--- src/rtl/hdmi_acr_pkg.sv ---
// Shared constants and types for the HDMI Audio Clock Regeneration receiver.
package hdmi_acr_pkg;

    localparam logic [7:0] ACR_PACKET_TYPE = 8'h01;
    localparam int N_WIDTH   = 20;
    localparam int CTS_WIDTH = 20;
    localparam int SUBPKT_W  = 56;

    // Byte positions of the ACR fields inside a 56-bit subpacket (byte 0 reserved).
    localparam int CTS_HI_BYTE  = 1;
    localparam int CTS_MID_BYTE = 2;
    localparam int CTS_LO_BYTE  = 3;
    localparam int N_HI_BYTE    = 4;
    localparam int N_MID_BYTE   = 5;
    localparam int N_LO_BYTE    = 6;

    typedef enum logic [1:0] {
        UNLOCKED = 2'd0,
        ACQUIRE  = 2'd1,
        LOCKED   = 2'd2
    } acr_state_e;

endpackage

--- src/rtl/acr_clock_dda.sv ---
// First-order DDA producing a 128*fs clock enable (average rate f_pixel*N/CTS)
// plus a divide-by-128 fs enable coincident with every 128th 128*fs enable.
module acr_clock_dda
    import hdmi_acr_pkg::*;
(
    input  logic                 clk_pixel,
    input  logic                 reset,
    input  logic                 clear,
    input  logic                 run,
    input  logic [N_WIDTH-1:0]   n,
    input  logic [CTS_WIDTH-1:0] cts,
    output logic                 en_128fs,
    output logic                 en_fs
);

    logic [CTS_WIDTH:0] acc_q, acc_d;
    logic [CTS_WIDTH:0] sum;
    logic [6:0]         div_q, div_d;
    logic               en_128fs_q, en_128fs_d;
    logic               en_fs_q, en_fs_d;

    // Accumulate N each cycle; subtract CTS and emit an enable on overflow past CTS.
    always_comb begin
        acc_d      = acc_q;
        div_d      = div_q;
        en_128fs_d = 1'b0;
        en_fs_d    = 1'b0;
        sum        = acc_q + {1'b0, n};
        if (clear) begin
            acc_d = '0;
            div_d = '0;
        end else if (run) begin
            if (sum >= {1'b0, cts}) begin
                acc_d      = sum - {1'b0, cts};
                en_128fs_d = 1'b1;
                en_fs_d    = (div_q == 7'd127);
                div_d      = div_q + 7'd1;
            end else begin
                acc_d = sum;
            end
        end
    end

    // Accumulator, divider and enable registers.
    always_ff @(posedge clk_pixel) begin
        if (reset) begin
            acc_q      <= '0;
            div_q      <= '0;
            en_128fs_q <= 1'b0;
            en_fs_q    <= 1'b0;
        end else begin
            acc_q      <= acc_d;
            div_q      <= div_d;
            en_128fs_q <= en_128fs_d;
            en_fs_q    <= en_fs_d;
        end
    end

    assign en_128fs = en_128fs_q;
    assign en_fs    = en_fs_q;

endmodule

--- src/rtl/audio_clock_regeneration_receiver.sv ---
// HDMI sink ACR receiver: parses ACR packets for N/CTS, tracks lock, and
// regenerates 128*fs and fs clock enables in the clk_pixel domain.
// Optional build macro ACR_SUBPACKET_CHECK_EN: reject packets whose four
// subpackets are not bit-identical.
module audio_clock_regeneration_receiver
    import hdmi_acr_pkg::*;
#(
    parameter int                   LOCK_PACKETS   = 3,
    parameter logic [CTS_WIDTH-1:0] CTS_TOLERANCE  = 20'd16,
    parameter int                   TIMEOUT_CYCLES = 262144
) (
    input  logic                 clk_pixel,
    input  logic                 reset,
    input  logic                 packet_valid,
    input  logic [23:0]          header,
    input  logic [223:0]         sub,
    output logic [N_WIDTH-1:0]   n,
    output logic [CTS_WIDTH-1:0] cts,
    output logic                 cts_update,
    output logic                 packet_error,
    output logic                 locked,
    output logic                 audio_128fs_en,
    output logic                 audio_fs_en
);

    localparam int TMO_W = $clog2(TIMEOUT_CYCLES + 1);

    acr_state_e           state_q, state_d;
    logic [3:0]           cnt_q, cnt_d;
    logic [TMO_W-1:0]     tmo_q, tmo_d;
    logic [N_WIDTH-1:0]   n_q, n_d;
    logic [CTS_WIDTH-1:0] cts_q, cts_d;
    logic                 cts_update_q, cts_update_d;
    logic                 packet_error_q, packet_error_d;
    logic                 locked_q, locked_d;

    logic [SUBPKT_W-1:0]  sp0;
    logic [N_WIDTH-1:0]   pkt_n;
    logic [CTS_WIDTH-1:0] pkt_cts;
    logic [CTS_WIDTH-1:0] cts_diff;
    logic                 is_acr, sub_mismatch, bad, accept, reject;
    logic                 n_same, consistent, tmo_fire, dda_clear;
    logic                 dda_en_128fs, dda_en_fs;
    logic                 unused_bits;

    // Field extraction and packet classification.
    always_comb begin
        sp0     = sub[SUBPKT_W-1:0];
        pkt_cts = {sp0[8*CTS_HI_BYTE +: 4], sp0[8*CTS_MID_BYTE +: 8], sp0[8*CTS_LO_BYTE +: 8]};
        pkt_n   = {sp0[8*N_HI_BYTE +: 4], sp0[8*N_MID_BYTE +: 8], sp0[8*N_LO_BYTE +: 8]};
        is_acr  = packet_valid && (header[7:0] == ACR_PACKET_TYPE);
`ifdef ACR_SUBPACKET_CHECK_EN
        sub_mismatch = (sub[2*SUBPKT_W-1:SUBPKT_W]   != sp0) ||
                       (sub[3*SUBPKT_W-1:2*SUBPKT_W] != sp0) ||
                       (sub[4*SUBPKT_W-1:3*SUBPKT_W] != sp0);
        unused_bits  = ^{header[23:8], sp0[7:0], sp0[15:12], sp0[39:36]};
`else
        sub_mismatch = 1'b0;
        unused_bits  = ^{header[23:8], sp0[7:0], sp0[15:12], sp0[39:36], sub[223:SUBPKT_W]};
`endif
        bad        = (pkt_n == '0) || (pkt_cts == '0) || (pkt_n > pkt_cts) || sub_mismatch;
        accept     = is_acr && !bad;
        reject     = is_acr && bad;
        n_same     = (pkt_n == n_q);
        cts_diff   = (pkt_cts >= cts_q) ? (pkt_cts - cts_q) : (cts_q - pkt_cts);
        consistent = n_same && (cts_diff <= CTS_TOLERANCE);
        tmo_fire   = !accept && (tmo_q == TMO_W'(TIMEOUT_CYCLES - 1));
    end

    // Next-state logic for lock tracking, consistency count and timeout.
    always_comb begin
        state_d   = state_q;
        cnt_d     = cnt_q;
        tmo_d     = tmo_q + TMO_W'(1);
        dda_clear = 1'b0;
        if (accept) begin
            tmo_d = '0;
            case (state_q)
                UNLOCKED: begin
                    cnt_d   = 4'd1;
                    state_d = (LOCK_PACKETS <= 1) ? LOCKED : ACQUIRE;
                end
                ACQUIRE: begin
                    if (consistent) begin
                        cnt_d = cnt_q + 4'd1;
                        if (cnt_q + 4'd1 >= 4'(LOCK_PACKETS)) state_d = LOCKED;
                    end else begin
                        cnt_d = 4'd1;
                    end
                end
                LOCKED: begin
                    if (!consistent) begin
                        cnt_d   = 4'd1;
                        state_d = (LOCK_PACKETS <= 1) ? LOCKED : ACQUIRE;
                        // A new N means a new audio rate: restart DDA phase.
                        dda_clear = !n_same;
                    end
                end
                default: state_d = UNLOCKED;
            endcase
        end else if (tmo_fire) begin
            tmo_d     = '0;
            cnt_d     = '0;
            state_d   = UNLOCKED;
            dda_clear = 1'b1;
        end
    end

    // Output decode: registered field values, strobes and lock flag.
    always_comb begin
        n_d            = accept ? pkt_n : n_q;
        cts_d          = accept ? pkt_cts : cts_q;
        cts_update_d   = accept;
        packet_error_d = reject;
        locked_d       = (state_d == LOCKED);
    end

    // State and output registers.
    always_ff @(posedge clk_pixel) begin
        if (reset) begin
            state_q        <= UNLOCKED;
            cnt_q          <= '0;
            tmo_q          <= '0;
            n_q            <= '0;
            cts_q          <= '0;
            cts_update_q   <= 1'b0;
            packet_error_q <= 1'b0;
            locked_q       <= 1'b0;
        end else begin
            state_q        <= state_d;
            cnt_q          <= cnt_d;
            tmo_q          <= tmo_d;
            n_q            <= n_d;
            cts_q          <= cts_d;
            cts_update_q   <= cts_update_d;
            packet_error_q <= packet_error_d;
            locked_q       <= locked_d;
        end
    end

    acr_clock_dda u_dda (
        .clk_pixel (clk_pixel),
        .reset     (reset),
        .clear     (dda_clear),
        .run       (state_q != UNLOCKED),
        .n         (n_q),
        .cts       (cts_q),
        .en_128fs  (dda_en_128fs),
        .en_fs     (dda_en_fs)
    );

    assign n              = n_q;
    assign cts            = cts_q;
    assign cts_update     = cts_update_q;
    assign packet_error   = packet_error_q;
    assign locked         = locked_q;
    assign audio_128fs_en = dda_en_128fs && locked_q;
    assign audio_fs_en    = dda_en_fs && locked_q;

endmodule

--- config.mk ---
export PLATFORM = sky130hd
export DESIGN_NAME = audio_clock_regeneration_receiver
export DESIGN_NICKNAME = d
export VERILOG_FILES = /design/src/rtl/hdmi_acr_pkg.sv /design/src/rtl/acr_clock_dda.sv /design/src/rtl/audio_clock_regeneration_receiver.sv
export SDC_FILE = /design/constraint.sdc
export NUM_CORES = 1
export LEC_CHECK = 0
export CORE_ASPECT_RATIO = 1.25
export CORE_MARGIN = 2
export CORE_UTILIZATION = 51
export DETAILED_ROUTE_END_ITERATION = 12
export MAX_ROUTING_LAYER = met4
export PLACE_DENSITY = 0.88
export SLEW_MARGIN = 30
export SYNTH_ARGS = -nofsm -noshare
export SYNTH_HDL_FRONTEND = slang
export SYNTH_SLANG_ARGS = --single-unit
--- constraint.sdc ---
create_clock -name clk_pixel -period 9.9 [get_ports clk_pixel]
set_input_delay 0.99 -clock clk_pixel [delete_from_list [all_inputs] [get_ports clk_pixel]]
set_output_delay 0.99 -clock clk_pixel [all_outputs]
set_load 0.02 [all_outputs]
==> images/pdn.png <==
Pins as bars on the die edge.
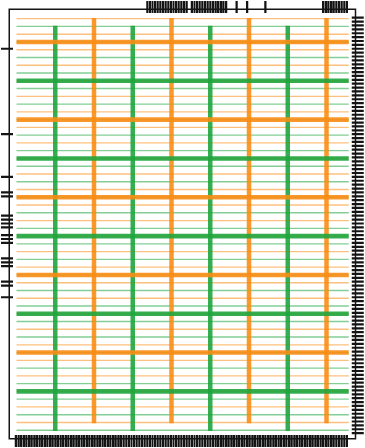
- green: VSS
- orange: VDD
- met4 straps: 8
- signal pins: 296
- met1 rails: 54
vertical die size: 150 microns
CORE AREA: 16800 sq um
Chip Width: 121 microns
Peak VDD IR: 0.0720 mV

==> images/zoom.png <==
Region (5, 87) to (55, 137) microns. Cells in grey, sequential cells in the stronger grey; small squares are vias.
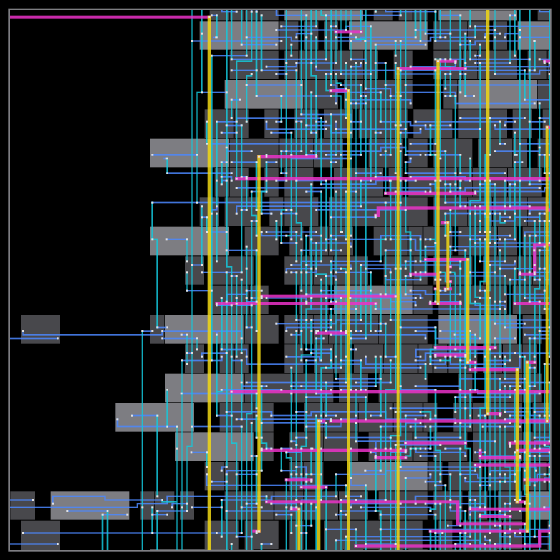
- cyan: met2
- blue: met1
- magenta: met3
- yellow: met4
- netlist names of flops here include: `u_dda.acc_q` (10), `n` (4)
- cells with their middle in the window: 179
- most frequent: nor2_1 (22), a21oi_1 (18), nand2_1 (17)
- sequential cells in the window: 14

==> images/registers.png <==
Other sequential cells in the stronger grey, the rest of the logic in the fainter grey.
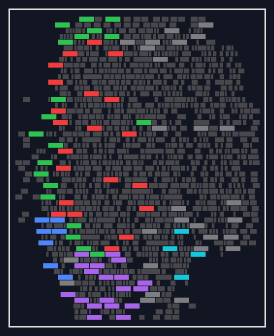
- cyan: `cnt_q` (sequential cells 4)
- green: `n` (sequential cells 20)
- red: `u_dda.acc_q` (sequential cells 21)
- purple: `tmo_q` (sequential cells 19)
- blue: `u_dda.div_q` (sequential cells 7)
- not coloured: 27

==> results_slide.txt <==
Physical Implementation Snapshot

Status
  • Status: complete, no violations

Power and ir drop
  • Clock Power: roughly 0.38 mW
  • Top power group: sequential cells
  • Seq pwr share: between 40% and 50%
  • Leakage power: 4.02 nW
  • Final Power: between 0.9 and 1 mW
  • Pwr/cell area: 92.3 nW/um^2
  • Clk network pwr share: between 40% and 50%

Synthesis
  • Top-count cell post-synth: nand2_1
  • Synthesis Warnings: 0
  • Cell Type Count: 81
  • Asr flop ratio synth: 0%
  • Synthesized instance count: 1158
  • MUX area fraction: 1.18%
  • EDFF count, synth: 0
  • # Cells Yosys: approximately 1200

Placement
  • Post-DP HPWL: 19900 microns
  • Placer Congestion: about 1.0
  • Post-DP Area: between 9000 and 10000 sq um
  • Buffers on Ports: ~95
  • Dpl ws: about 4300 ps

Detailed routing
  • Metal2 WL: ~12000 microns
  • Met1 wire length: ~11000 microns
  • Via count: a little under 9000
  • Met3 wire len: about 1800 microns
  • Post-route DRC: 0

Cells and area
  • Final Core Density: approximately 60%
  • Final Instance Count excl. Fillers: about 1500
  • Inverter count: 68
  • Storage element area: 1960 sq um
  • Max reg flops: 21
  • Bufs w/o clock: a little over 100
  • Clock buf/inv share: between 3 and 4%

Worst setup path
  • R2r endpoint: u_dda.div_q[3]
  • Cell Chain, Critical Path: ha_1 > fa_1 > a21oi_1 > o21bai_1 > a21oi_1 > nor2_1 > o21a_1 > o21ai_0 > nand2_1 > o311a_1 > ha_1 > a21oi_1 > o21bai_1 > a21oi_1 > o21ai_1 > a21oi_1 > a21oi_1 > and3_1 > nor3_2 > buf_4 > nor2_1 > nand4_1 > xor2_1 > nor2_1
  • CP Capture Type: flip-flop
  • Worst Setup EP: u_dda.div_q[3]
  • CP Data Arrival Time: between 5000 and 6000 ps
  • Startpoint type of the worst setup path: flip-flop

GRT
  • Initial antenna violation count: 0
  • M1 GR Usage: a little over a third
  • Gr busiest metal: met2

Final timing
  • Maximum clock frequency: about 180 MHz
  • Relative slew slack: around a third
  • Setup TNS Final: 0 ps
  • Hold Vio Cnt, Final: 0
  • Fin Hold WS: ~470 ps

Clocking
  • CTS tree: done
  • Total CTS buffers: 9
Power is estimated from default activity; no workload was simulated.
